File: src/rtl/mem_access_unit.sv
// Memory-stage access controller: registered request port with byte-lane
// steering, byte load extension and two-access indirect (LDI/STI) support.
module mem_access_unit #(
    parameter int DATA_WIDTH = 16,
    parameter int ADDR_WIDTH = 16
) (
    input  logic                    clk,
    input  logic                    reset,
    input  logic                    valid,
    input  logic                    mem_read,
    input  logic                    mem_write,
    input  logic                    indirect,
    input  logic                    byte_op,
    input  logic                    sign_ext,
    input  logic [ADDR_WIDTH-1:0]   addr,
    input  logic [DATA_WIDTH-1:0]   wdata,
    input  logic                    hold_in,
    input  logic                    mem_resp,
    input  logic [DATA_WIDTH-1:0]   mem_rdata,
    output logic                    mem_read_o,
    output logic                    mem_write_o,
    output logic [DATA_WIDTH/8-1:0] mem_wmask,
    output logic [ADDR_WIDTH-1:0]   mem_address,
    output logic [DATA_WIDTH-1:0]   mem_wdata,
    output logic [DATA_WIDTH-1:0]   load_data,
    output logic                    stall
);
    localparam int LANES = DATA_WIDTH / 8;
    localparam int LB    = $clog2(LANES);

    typedef enum logic [1:0] {IDLE, PTR, DATA, DONE} state_t;

    state_t                state;
    state_t                state_nx;
    logic [ADDR_WIDTH-1:0] addr_q;
    logic [DATA_WIDTH-1:0] wdata_q;
    logic                  rd_q;
    logic                  wr_q;
    logic                  byte_q;
    logic                  sext_q;
    logic                  accept;
    logic [ADDR_WIDTH-1:0] word_addr;
    logic [7:0]            lane_byte;
    logic [LANES-1:0]      lane_hot;

    assign accept    = valid & (mem_read | mem_write);
    assign word_addr = {addr_q[ADDR_WIDTH-1:LB], {LB{1'b0}}};

    always_comb begin
        lane_byte = '0;
        lane_hot  = '0;
        for (int i = 0; i < LANES; i++) begin
            if (addr_q[LB-1:0] == LB'(i)) begin
                lane_byte   = mem_rdata[8*i +: 8];
                lane_hot[i] = 1'b1;
            end
        end
    end

    always_ff @(posedge clk) begin
        if (reset) state <= IDLE;
        else       state <= state_nx;
    end

    always_comb begin
        state_nx = state;
        unique case (state)
            IDLE: if (accept)   state_nx = indirect ? PTR : DATA;
            PTR:  if (mem_resp) state_nx = DATA;
            DATA: if (mem_resp) state_nx = DONE;
            DONE: if (!hold_in) state_nx = IDLE;
            default:            state_nx = IDLE;
        endcase
    end

    // A simultaneous read+write is captured as a read only.
    always_ff @(posedge clk) begin
        if (reset) begin
            addr_q    <= '0;
            wdata_q   <= '0;
            rd_q      <= 1'b0;
            wr_q      <= 1'b0;
            byte_q    <= 1'b0;
            sext_q    <= 1'b0;
            load_data <= '0;
        end else begin
            unique case (state)
                IDLE: if (accept) begin
                    addr_q  <= addr;
                    wdata_q <= wdata;
                    rd_q    <= mem_read;
                    wr_q    <= mem_write & ~mem_read;
                    byte_q  <= byte_op;
                    sext_q  <= sign_ext;
                end
                PTR: if (mem_resp) addr_q <= mem_rdata[ADDR_WIDTH-1:0];
                DATA: if (mem_resp && rd_q) begin
                    load_data <= byte_q
                        ? {{(DATA_WIDTH-8){sext_q & lane_byte[7]}}, lane_byte}
                        : mem_rdata;
                end
                default: ;
            endcase
        end
    end

    always_comb begin
        mem_read_o  = 1'b0;
        mem_write_o = 1'b0;
        mem_wmask   = '0;
        mem_address = '0;
        mem_wdata   = '0;
        stall       = 1'b0;
        unique case (state)
            IDLE: stall = accept;
            PTR: begin
                stall       = 1'b1;
                mem_read_o  = 1'b1;
                mem_address = word_addr;
            end
            DATA: begin
                stall       = 1'b1;
                mem_read_o  = rd_q;
                mem_write_o = wr_q;
                mem_address = byte_q ? addr_q : word_addr;
                if (wr_q) begin
                    mem_wmask = byte_q ? lane_hot : '1;
                    mem_wdata = byte_q ? {LANES{wdata_q[7:0]}} : wdata_q;
                end
            end
            DONE: stall = 1'b0;
            default: ;
        endcase
    end
endmodule

File: config.mk
export PLATFORM = sky130hd
export DESIGN_NAME = mem_access_unit
export DESIGN_NICKNAME = d
export VERILOG_FILES = /design/src/rtl/mem_access_unit.sv
export SDC_FILE = /design/constraint.sdc
export NUM_CORES = 1
export LEC_CHECK = 0
export CORE_UTILIZATION = 40
export DETAILED_ROUTE_END_ITERATION = 10
export PLACE_DENSITY = 0.77
export SYNTH_ARGS = -nofsm -noshare
export SYNTH_HDL_FRONTEND = slang
export SYNTH_SLANG_ARGS = --single-unit
File: constraint.sdc
create_clock -name clk -period 1.65 [get_ports clk]
set_input_delay 0.33 -clock clk [delete_from_list [all_inputs] [get_ports clk]]
set_output_delay 0.33 -clock clk [all_outputs]
set_load 0.01 [all_outputs]
m1.png
The bar under the picture is 20 µm long.
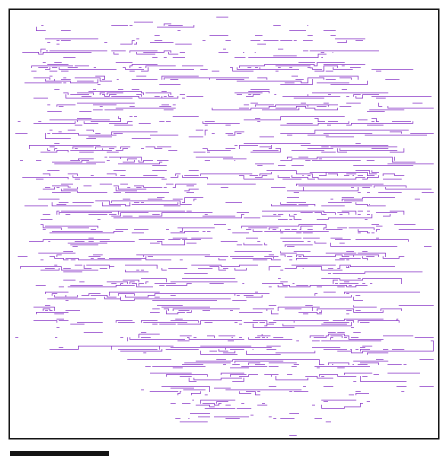
share of all routed wire = 39%
nets with wire on the layer = 464
M1 GR Usage: 29.2%
Routed WL: 10000 µm
via count: 3139

m2.png
The bar under the picture is 20 µm long. Cells faint in the background.
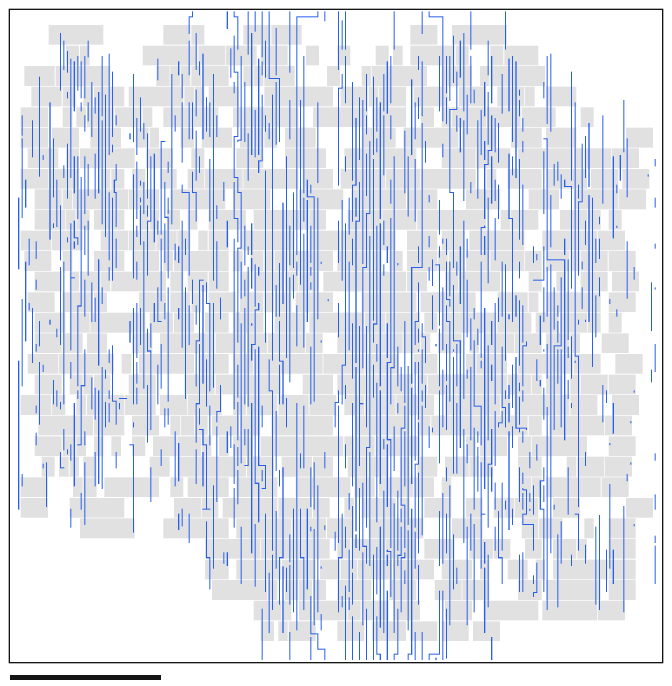
longest straight run = 38.1 µm
nets with wire on the layer = 475
main direction = vertical
wire length on this layer = 5110 µm
share of all routed wire = 51%

m3.png
The bar under the picture is 20 µm long. Cells faint in the background.
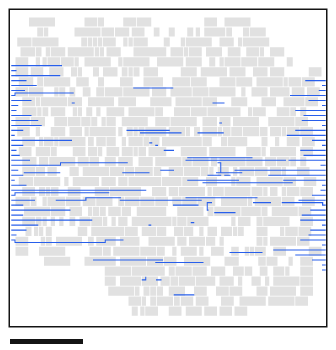
main direction = horizontal
nets with wire on the layer = 99

==> qor.csv <==
stage,metric,value,unit
cells_and_area,final_cell_mix,"clkdlybuf4s50_1 (72), dfxtp_1 (52), nand2_1 (47), a211oi_2 (32), buf_4 (27)",
detailed_routing,drc,0,
clock_network,cts_hold_buf,0,
cells_and_area,antenna_cells,0,
synthesis,synthFlopType,dfxtp_1,
timing,whs,458,ps
critical_path,path_max_fanout,17,
power,p_comb,3980,µW
cells_and_area,final_layout_size_suffix_gt1_share,39.2,%
timing,fin_skew,3.12,ps
job,warning_count,34,
clock_network,post_cts_buffers,7,
synthesis,ys_async_sr_fraction,0,%
status,violations,negative setup slack,
critical_path,critPathRequiredTime,1320,ps
critical_path,worstPathArrival,1530,ps
floorplanning,core_util_floorplan,41.6,%
detailed_routing,highest_layer,met4,
cells_and_area,logic_area,1960,µm²
critical_path,path_class,reg -> out,
timing,slew_violations,0,
power,combPwrFrac,58.1,%
power,p_seq,1770,µW
synthesis,yosys_warnings,0,
critical_path,cp-startpoint,state[1],
power,finalPower,6840,µW
cells_and_area,seq_area,1090,µm²
timing,setup_ws,-210,ps
place,pre_cts_ws,-400,ps
cells_and_area,largestRegisters,"addr_q x16, load_data x16, wdata_q x16",
synthesis,mux_share,11.3,%
floorplanning,ioPinCount,111,
grt,grt_max_degree,30,
synthesis,ys_seq_share,38.1,%
detailed_routing,wire_per_inst,17.5,µm
cells_and_area,clkCellAreaFrac,2.90,%
cells_and_area,largest_cell_class,logic gates,
critical_path,crit_family,flip-flops,
timing,hold_viol_final,0,
cells_and_area,clock_buffers,6,
clock_network,htreeDepth,2,
power,cellPowerDensity,1390,nW/µm²
power,ir_worst_vdd,0.968,mV
synthesis,syn-instance-count,340,
min_path,hold_end,wdata_q[8],
min_path,holdCritPathClass,reg -> reg,
status,status,"complete, but fails checks",
critical_path,crit_end,mem_address[2],
grt,grt_pass1_vias,3138,
clock_network,clkTransAtPathRegs,100,ps
detailed_routing,vias_per_cell,5.48,
power,clkPwrFrac,16.0,%
cells_and_area,fillers,533,
clock_network,cts-root-buf,clkbuf_8,
place,io_buffer_count,110,
critical_path,worst-path-buf-inv,3,
critical_path,crit_slowest_cell,dfxtp_4,
power,switching_share,40.6,%
synthesis,fp_nets,404,
timing,period_needed,1860,ps
detailed_routing,drt_first_pass_iters,4,
timing,setup-tns-final,-6400,ps
critical_path,max_stage_delay,410,ps
power,net-switching-power,2770,µW
timing,finalClockPeriodUsage,113,%
cells_and_area,flop-count,54,
grt,grt-ovfl-total,0,
cells_and_area,n_all_inverters,19,
critical_path,reg2reg_depth,8,
synthesis,xor_share,0,%
floorplanning,chipWidth,86.2,µm
floorplanning,fp.dieH,86.2,µm
cells_and_area,lay_top_count,clkdlybuf4s50_1,
cells_and_area,area_delta_synth_final,73.0,%
grt,busiest_layer,met2,
clock_network,cts.sinks,54,
timing,fmax,538,MHz
synthesis,common_cells,"dfxtp_1 (54), nand2_1 (49), nor2_1 (31), a211oi_1 (23), a21oi_1 (23)",
power,power_leader,combinational cells,
synthesis,synth-seq-cells,54,
grt,grtUsageMet3,7.62,%
floorplanning,chipArea,7440,µm²
min_path,min_path_cells,2,
synthesis,synth_cell_types,31,
synthesis,synth_top_cell_by_area,dfxtp_1,
synthesis,ys_cells,340,
cells_and_area,final-nonclk-buf-share,30.7,%
critical_path,cp_cell_sequence,inv_6 -> ha_4 -> inv_8 -> nor3_2 -> buf_2,
min_path,min_from,wdata_q[8],
clock_network,cts_tree,done,
detailed_routing,drtIter0Drc,150,
floorplanning,taps,96,
cells_and_area,final_area,4910,µm²
synthesis,synth-adder-area-share,2.64,%
synthesis,edf_count,0,
synthesis,yosysMostFrequentCell,dfxtp_1,
synthesis,top_cell_area_share,38.1,%
place,dpl_cell_area,4280,µm²
clock_network,clock_latency,310,ps
cells_and_area,sh_comb_area,40.0,%
grt,antenna_found_initial,0,
critical_path,cp_num_cells,5,
place,dp.cells,556,
synthesis,ys_sh_simple,19.0,%
cells_and_area,final_util,71.9,%
detailed_routing,ant_nets,0,
detailed_routing,route.met3.wl,836,µm
detailed_routing,wl_met1,3890,µm
power,power_leakage,0.00190,µW
place,gp_congestion,0.800,
power,seqPwrFrac,25.9,%
critical_path,r2r-start,state[0],
floorplanning,core,6830,µm²
power,p_int,4070,µW
cells_and_area,sh_seq_area,22.2,%
critical_path,r2r_setup_slack,-190,ps
synthesis,logic_family,AND-OR/OR-AND gates,
cells_and_area,layout.cells.non_filler,573,
synthesis,avgSynthCellArea,8.35,µm²
timing,grt_setup_unrepaired,true,
job,maxCapViolations,0,
cells_and_area,nNetsFinal,540,
clock_network,clk_path_buf_depth,2,
timing,slew_headroom,70.0,%
detailed_routing,met2_length,5110,µm
synthesis,ys_chip_area,2840,µm²
synthesis,synth_area,2840,µm²
critical_path,timing.rr.end,addr_q[4],
timing,setup_viol,52,
critical_path,worstSetupEndpointType,output port,
floorplanning,rows,30,
Power is estimated from default activity; no workload was simulated.
